`src/rtl/lsu_pkg.sv`:
```
// lsu_pkg: shared definitions for the load/store unit.
//   FUNC3_*       RISC-V funct3 encodings for loads and stores
//   lsu_state_e   controller states IDLE / BUS / RESP
//   func3_legal   legality of a funct3 for a load or a store at the given XLEN
//   misaligned    natural-alignment check on the low address bits
package lsu_pkg;

  localparam logic [2:0] FUNC3_B  = 3'b000;
  localparam logic [2:0] FUNC3_H  = 3'b001;
  localparam logic [2:0] FUNC3_W  = 3'b010;
  localparam logic [2:0] FUNC3_D  = 3'b011;
  localparam logic [2:0] FUNC3_BU = 3'b100;
  localparam logic [2:0] FUNC3_HU = 3'b101;
  localparam logic [2:0] FUNC3_WU = 3'b110;

  typedef enum logic [1:0] {
    IDLE = 2'd0,
    BUS  = 2'd1,
    RESP = 2'd2
  } lsu_state_e;

  // Stores only exist in signed-width form; unsigned variants are loads only.
  function automatic logic func3_legal(input logic we, input logic [2:0] f3,
                                       input logic xlen64);
    logic ok;
    ok = 1'b0;
    case (f3)
      FUNC3_B, FUNC3_H, FUNC3_W: ok = 1'b1;
      FUNC3_D:                   ok = xlen64;
      FUNC3_BU, FUNC3_HU:        ok = ~we;
      FUNC3_WU:                  ok = ~we & xlen64;
      default:                   ok = 1'b0;
    endcase
    return ok;
  endfunction

  // Access size lives in f3[1:0] for both signed and unsigned forms.
  function automatic logic misaligned(input logic [2:0] f3, input logic [2:0] a);
    logic bad;
    bad = 1'b0;
    case (f3[1:0])
      2'b01:   bad = a[0];
      2'b10:   bad = |a[1:0];
      2'b11:   bad = |a;
      default: bad = 1'b0;
    endcase
    return bad;
  endfunction

endpackage

```
`src/rtl/lsu_align.sv`:
```
// lsu_align: combinational lane steering for the load/store unit.
//   func3_i  latched funct3 (size in [1:0], unsigned flag in [2])
//   off_i    byte offset of the access within the bus word
//   wdata_i  right-aligned store data
//   rdata_i  raw bus read data
//   be_o     byte enables for the access
//   wdata_o  store datum replicated across every lane of its size
//   rdata_o  load data shifted down and sign/zero-extended to XLEN
module lsu_align
  import lsu_pkg::*;
#(
  parameter  int XLEN  = 32,
  localparam int BE_W  = XLEN / 8,
  localparam int OFF_W = $clog2(BE_W)
) (
  input  logic [2:0]       func3_i,
  input  logic [OFF_W-1:0] off_i,
  input  logic [XLEN-1:0]  wdata_i,
  input  logic [XLEN-1:0]  rdata_i,
  output logic [BE_W-1:0]  be_o,
  output logic [XLEN-1:0]  wdata_o,
  output logic [XLEN-1:0]  rdata_o
);

  logic [XLEN-1:0]    rsh;
  logic signed [7:0]  b_s;
  logic signed [15:0] h_s;
  logic signed [31:0] w_s;

  always_comb begin
    be_o    = '1;
    wdata_o = wdata_i;
    case (func3_i[1:0])
      2'b00: begin
        be_o    = BE_W'(1) << off_i;
        wdata_o = {BE_W{wdata_i[7:0]}};
      end
      2'b01: begin
        be_o    = BE_W'(3) << off_i;
        wdata_o = {(XLEN/16){wdata_i[15:0]}};
      end
      2'b10: begin
        be_o    = BE_W'(15) << off_i;
        wdata_o = {(XLEN/32){wdata_i[31:0]}};
      end
      default: begin
        be_o    = '1;
        wdata_o = wdata_i;
      end
    endcase
  end

  // Bring the addressed lane down to bit 0, then extend from its width.
  always_comb begin
    rsh = rdata_i >> {off_i, 3'b000};
    b_s = rsh[7:0];
    h_s = rsh[15:0];
    w_s = rsh[31:0];
    case (func3_i)
      FUNC3_B:  rdata_o = XLEN'(b_s);
      FUNC3_H:  rdata_o = XLEN'(h_s);
      FUNC3_W:  rdata_o = XLEN'(w_s);
      FUNC3_BU: rdata_o = XLEN'(rsh[7:0]);
      FUNC3_HU: rdata_o = XLEN'(rsh[15:0]);
      FUNC3_WU: rdata_o = XLEN'(rsh[31:0]);
      default:  rdata_o = rsh;
    endcase
  end

endmodule

```
`src/rtl/lsu_ctrl.sv`:
```
// lsu_ctrl: load/store unit between execute stage and data-memory bus.
//   Core side : req_valid/req_ready handshake with we, func3, addr, wdata, rd;
//               one-cycle resp_valid with resp_wen/resp_rdata/resp_rd/resp_err;
//               busy stalls the core whenever the unit is not IDLE.
//   Bus side  : bus_valid held with stable we/addr/be/wdata until bus_ready;
//               bus_rdata sampled together with bus_ready.
//   Debug     : dbg_state exposes the FSM state.
// Handshake: a request transfers on a rising edge where req_valid && req_ready;
// req_ready is high only in IDLE and requests presented elsewhere are dropped.
// A bus access completes on the first rising edge with bus_valid && bus_ready.
module lsu_ctrl
  import lsu_pkg::*;
#(
  parameter int XLEN        = 32,
  parameter int ADDR_W      = 32,
  parameter int TIMEOUT_CYC = 255,
  parameter int TMO_W       = 8
) (
  input  logic              clk,
  input  logic              reset,
  input  logic              req_valid,
  output logic              req_ready,
  input  logic              req_we,
  input  logic [2:0]        req_func3,
  input  logic [ADDR_W-1:0] req_addr,
  input  logic [XLEN-1:0]   req_wdata,
  input  logic [4:0]        req_rd,
  output logic              resp_valid,
  output logic              resp_wen,
  output logic [XLEN-1:0]   resp_rdata,
  output logic [4:0]        resp_rd,
  output logic              resp_err,
  output logic              busy,
  output logic              bus_valid,
  output logic              bus_we,
  output logic [ADDR_W-1:0] bus_addr,
  output logic [XLEN/8-1:0] bus_be,
  output logic [XLEN-1:0]   bus_wdata,
  input  logic              bus_ready,
  input  logic [XLEN-1:0]   bus_rdata,
  output logic [1:0]        dbg_state
);

  localparam int BE_W  = XLEN / 8;
  localparam int OFF_W = $clog2(BE_W);
  localparam bit TMO_EN = (TIMEOUT_CYC != 0);
  localparam logic [TMO_W-1:0] TMO_LAST = TMO_W'(TMO_EN ? TIMEOUT_CYC - 1 : 0);

  lsu_state_e        state_q, state_d;
  logic              we_q, we_d;
  logic [2:0]        f3_q, f3_d;
  logic [ADDR_W-1:0] addr_q, addr_d;
  logic [XLEN-1:0]   wdata_q, wdata_d;
  logic [4:0]        rd_q, rd_d;
  logic              err_q, err_d;
  logic [XLEN-1:0]   rdata_q, rdata_d;
  logic [TMO_W-1:0]  cnt_q, cnt_d;

  logic [BE_W-1:0]   be;
  logic [XLEN-1:0]   wdata_rep;
  logic [XLEN-1:0]   load_ext;

  lsu_align #(.XLEN(XLEN)) u_align (
    .func3_i (f3_q),
    .off_i   (addr_q[OFF_W-1:0]),
    .wdata_i (wdata_q),
    .rdata_i (bus_rdata),
    .be_o    (be),
    .wdata_o (wdata_rep),
    .rdata_o (load_ext)
  );

  always_ff @(posedge clk or negedge reset) begin
    if (!reset) begin
      state_q <= IDLE;
      we_q    <= 1'b0;
      f3_q    <= '0;
      addr_q  <= '0;
      wdata_q <= '0;
      rd_q    <= '0;
      err_q   <= 1'b0;
      rdata_q <= '0;
      cnt_q   <= '0;
    end else begin
      state_q <= state_d;
      we_q    <= we_d;
      f3_q    <= f3_d;
      addr_q  <= addr_d;
      wdata_q <= wdata_d;
      rd_q    <= rd_d;
      err_q   <= err_d;
      rdata_q <= rdata_d;
      cnt_q   <= cnt_d;
    end
  end

  always_comb begin
    state_d = state_q;
    we_d    = we_q;
    f3_d    = f3_q;
    addr_d  = addr_q;
    wdata_d = wdata_q;
    rd_d    = rd_q;
    err_d   = err_q;
    rdata_d = rdata_q;
    cnt_d   = cnt_q;
    case (state_q)
      IDLE: begin
        if (req_valid) begin
          we_d    = req_we;
          f3_d    = req_func3;
          addr_d  = req_addr;
          wdata_d = req_wdata;
          rd_d    = req_rd;
          rdata_d = '0;
          cnt_d   = '0;
          // Illegal or misaligned requests skip the bus entirely.
          if (func3_legal(req_we, req_func3, XLEN == 64) &&
              !misaligned(req_func3, req_addr[2:0])) begin
            err_d   = 1'b0;
            state_d = BUS;
          end else begin
            err_d   = 1'b1;
            state_d = RESP;
          end
        end
      end
      BUS: begin
        // bus_ready is checked first so a reply in the expiry cycle is not an error.
        if (bus_ready) begin
          rdata_d = we_q ? '0 : load_ext;
          state_d = RESP;
        end else if (TMO_EN && (cnt_q == TMO_LAST)) begin
          err_d   = 1'b1;
          state_d = RESP;
        end else begin
          cnt_d = cnt_q + TMO_W'(1);
        end
      end
      RESP:    state_d = IDLE;
      default: state_d = IDLE;
    endcase
  end

  assign req_ready  = (state_q == IDLE);
  assign busy       = ~req_ready;
  assign bus_valid  = (state_q == BUS);
  assign bus_we     = bus_valid & we_q;
  assign bus_addr   = bus_valid ? {addr_q[ADDR_W-1:OFF_W], OFF_W'(0)} : '0;
  assign bus_be     = bus_valid ? be : '0;
  assign bus_wdata  = (bus_valid && we_q) ? wdata_rep : '0;
  assign resp_valid = (state_q == RESP);
  assign resp_err   = resp_valid & err_q;
  assign resp_wen   = resp_valid & ~we_q & ~err_q;
  assign resp_rdata = resp_valid ? rdata_q : '0;
  assign resp_rd    = rd_q;
  assign dbg_state  = state_q;

endmodule

```
`config.mk`:
```
export PLATFORM = sky130hd
export DESIGN_NAME = lsu_ctrl
export DESIGN_NICKNAME = d
export VERILOG_FILES = /design/src/rtl/lsu_pkg.sv /design/src/rtl/lsu_align.sv /design/src/rtl/lsu_ctrl.sv
export SDC_FILE = /design/constraint.sdc
export NUM_CORES = 1
export LEC_CHECK = 0
export CAP_MARGIN = 5
export CORE_UTILIZATION = 41
export CTS_CLUSTER_DIAMETER = 30
export DETAILED_ROUTE_END_ITERATION = 8
export PLACE_DENSITY = 0.78
export SLEW_MARGIN = 25
export SYNTH_ARGS = -nofsm -noshare
export SYNTH_HDL_FRONTEND = slang
export SYNTH_SLANG_ARGS = --single-unit
```
`constraint.sdc`:
```
create_clock -name clk -period 1.8 [get_ports clk]
set_input_delay 0.36 -clock clk [delete_from_list [all_inputs] [get_ports clk]]
set_output_delay 0.36 -clock clk [all_outputs]
set_load 0.005 [all_outputs]
```
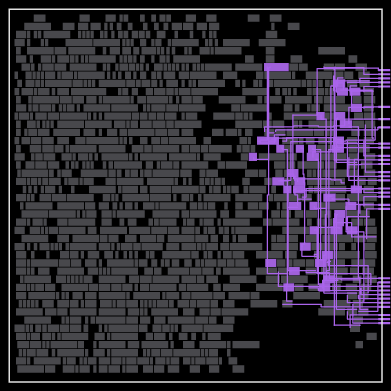
Fig. 1. Wires at chosen ports, followed through buffers.
Scale: 3 px per um.
- purple: `bus_rdata` (bits 32; direction input; end cells 40; buffers 35; wire 1,810 um)

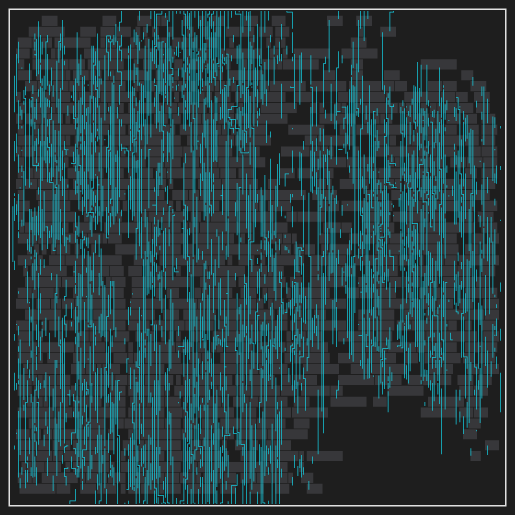
Fig. 2. Met2 routing.
Scale: 4 px per um.
- share of all routed wire: 49%
- nets with wire on the layer: 996
- longest straight run: 50.3 um
- wire length on this layer: 11,300 um
- main direction: vertical
vias: 6,548
DRT Wirelength: 22,920 um

==> results.yml <==
# yosys + openroad results
power_and_ir_drop:
  seqPwrFrac: 0.303
  netSwitchingFraction: 0.3457
  ir_drop_mv: 0.7698
  intPower_mw: 8.383
  total_leakage_power_nw: 5.200
  p_total_mw: 12.81
  power_switching_mw: 4.430
logic_synthesis:
  synth_top_cell_by_count: "nand2_1"
  ys_cells: 733
  ys.flops: 116
  yosysTopAreaCell: "dfrtp_1"
  synth-edff-count: 0
  synth.top_cell.area_share: 0.4776
  synth_area_mm2: 0.006078
  ys_area_mm2: 0.006078
  postSynthCellCount: 733
  ff_type: "dfrtp_1"
  yosysWarnings: 0
  topCellsByArea: "dfrtp_1 (48%), nand2_1 (17%), and2_1 (6.6%)"
  top_cells_by_count: "nand2_1 (283), dfrtp_1 (116), and2_1 (64)"
clocking:
  numClockSinks: 116
  cts_buffers: 17
  clkSlewWorstSetupHoldPaths_ns: 0.06
  cts_tree: "done"
  clockBufferDepth: 2
  cts-root-buf: "clkbuf_16"
timing:
  setup_viol: 122
  rsz0062_at_grt: "yes"
  clock.fmax_mhz: 444.9
  tightest_slew_ns: 0.6993
  timing.final.ws_setup_ns: -0.4475
  report.final.slew_viol_count: 0
layout:
  seq_area_frac: 0.2710
  lay_top_count: "nand2_1"
  fillers: 998
  nMultiInputCombCells: 561
  fin_area_mm2: 0.01072
  seq_cells: 116
  drive_gt1_frac: 0.3814
  clkCellAreaFrac: 0.05787
  layout_top_cells: "nand2_1 (268), buf_6 (116), dfrtp_1 (113), clkdlybuf4s50_1 (112), and2_4 (60)"
  logic_area_mm2: 0.003446
  nets: 1156
  comb_share: 0.3213
  clkbuf_count: 20
  diodes: 0
global_routing:
  grt_antenna_before_repair: 0
  grt_pass1_wl_um: 33770
  grt_overflow: 0
  grt_pass1_vias: 6422
  grtUsageTotal: 0.2947
  grt_max_degree: 64
critical_path:
  reg2reg_depth: 9
  regToRegSetupSlack_ns: -0.27
  slowest_stage: "dfrtp_2"
  crit_path_max_fanout: 4
  rr_startpoint: "f3_q[1]$_DFFE_PN0P_"
  critPathTopFamily: "simple AND/OR/NAND/NOR gates"
  cp.arrival_ns: 1.89
  start_kind: "flip-flop"
  cp_num_buf_inv: 3
  cp.depth: 8
  worst-setup-path-type: "flip-flop to output pin"
  crit_chain: "inv_2 -> ha_4 -> or2_4 -> buf_6 -> and3_4 -> a21oi_2 -> nor2_1 -> buf_2"
  rr_endpoint: "rdata_q[17]$_DFFE_PN0P_"
die:
  dieArea_mm2: 0.01532
  io_pins: 223
  tap_cells: 184
  core_mm2: 0.01448
  fp_util: 0.4198
  fp.dieW_um: 123.8
  rows: 44
  die_height_um: 123.8
place:
  dp_hpwl_um: 13580
  numPortBuffers: 220
drt:
  drc_errors: 0
  drt_pre_antenna_iters: 6
  vias_per_cell: 5.289
  routedWlPerCell_um: 18.51
run:
  drv_cap: 0
  tool_warnings: 32
hold_path:
  hold_class: "input pin to async pin"
run_status:
  violations: "negative setup slack"
  status: "complete, but fails checks"
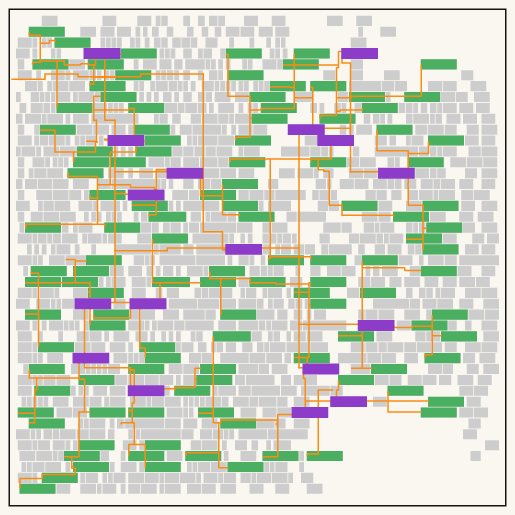
Fig. 3. Routed clock nets over the placement.
Scale: 4 px per um.
- orange: clock wires (length 1,600 um)
- green: flip-flops (count 116)
- purple: cells driving clock nets (count 17)
- routed clock nets: 18
clk ins delay skew pair: 0.42 ns
Final Skew: 0.007502 ns
share of total power in the clock network: 0.275

## power groups by stage
stage                     Clock, mW  Combinational (mW)  Sequential (mW)
after floorplan                   0                2.12             3.62
after CTS                      3.56                4.80             3.79
after detailed placement          0                3.84             3.76
after global placement            0                3.75             3.77
after global routing           3.69                5.83             3.94
final                          3.52                5.41             3.88
## layer usage
metal	share of wire	up-vias	wire length (um)	global-route usage
met4	0.033	0	767	0.1288
met5	0	-	0	0
li1	-	3028	-	-
met1	0.38	3138	8739	0.3561
met2	0.49	318	11250	0.4844
met3	0.094	64	2156	0.08929
## registers in the layout, summed over array words and instances, names as in the netlist
register / cells
f3_q: 3
cnt_q: 8
addr_q: 32
we_q: 1
err_q: 1
wdata_q: 32
rdata_q: 32
dbg_state: 2
resp_rd: 5
## through the flow
| step | setup TNS, ns | setup WS [ns] | util | hold slack [ns] | std cells |
|---|---|---|---|---|---|
| floorplan | 0 | 0.002011 | - | 0.06441 | 734 |
| global placement | -19.51 | -0.3273 | 0.6133 | 0.2958 | 1145 |
| detailed placement | -21.03 | -0.3915 | 0.6133 | 0.2983 | 1145 |
| CTS | -29.41 | -0.4797 | 0.7018 | 0.4027 | 1224 |
| global route | -33.74 | -0.5227 | 0.7407 | 0.4373 | 1238 |
| finish | -26.30 | -0.4475 | 0.7407 | 0.4069 | 1238 |
## logic make-up after synthesis
family          Yosys count  share of synthesized area
simple gates            420                     0.3106
flops                   116                     0.4776
compound gates          106                     0.1120
buf+inv                  59                    0.04220
fa+ha+maj                 6                    0.01235
other cells               1                  0.0006169
mux                      25                    0.04467
## what timing repair did
action | in CTS | in global routing
hold buffers | 1 | 0
hold endpoints to repair | 19 | 0
setup endpoints to repair | 128 | 150
setup buffers | 40 | 23
pin swaps | 32 | 63
resized | 504 | 192
cloned | 7 | 2
Power is estimated from default activity; no workload was simulated.
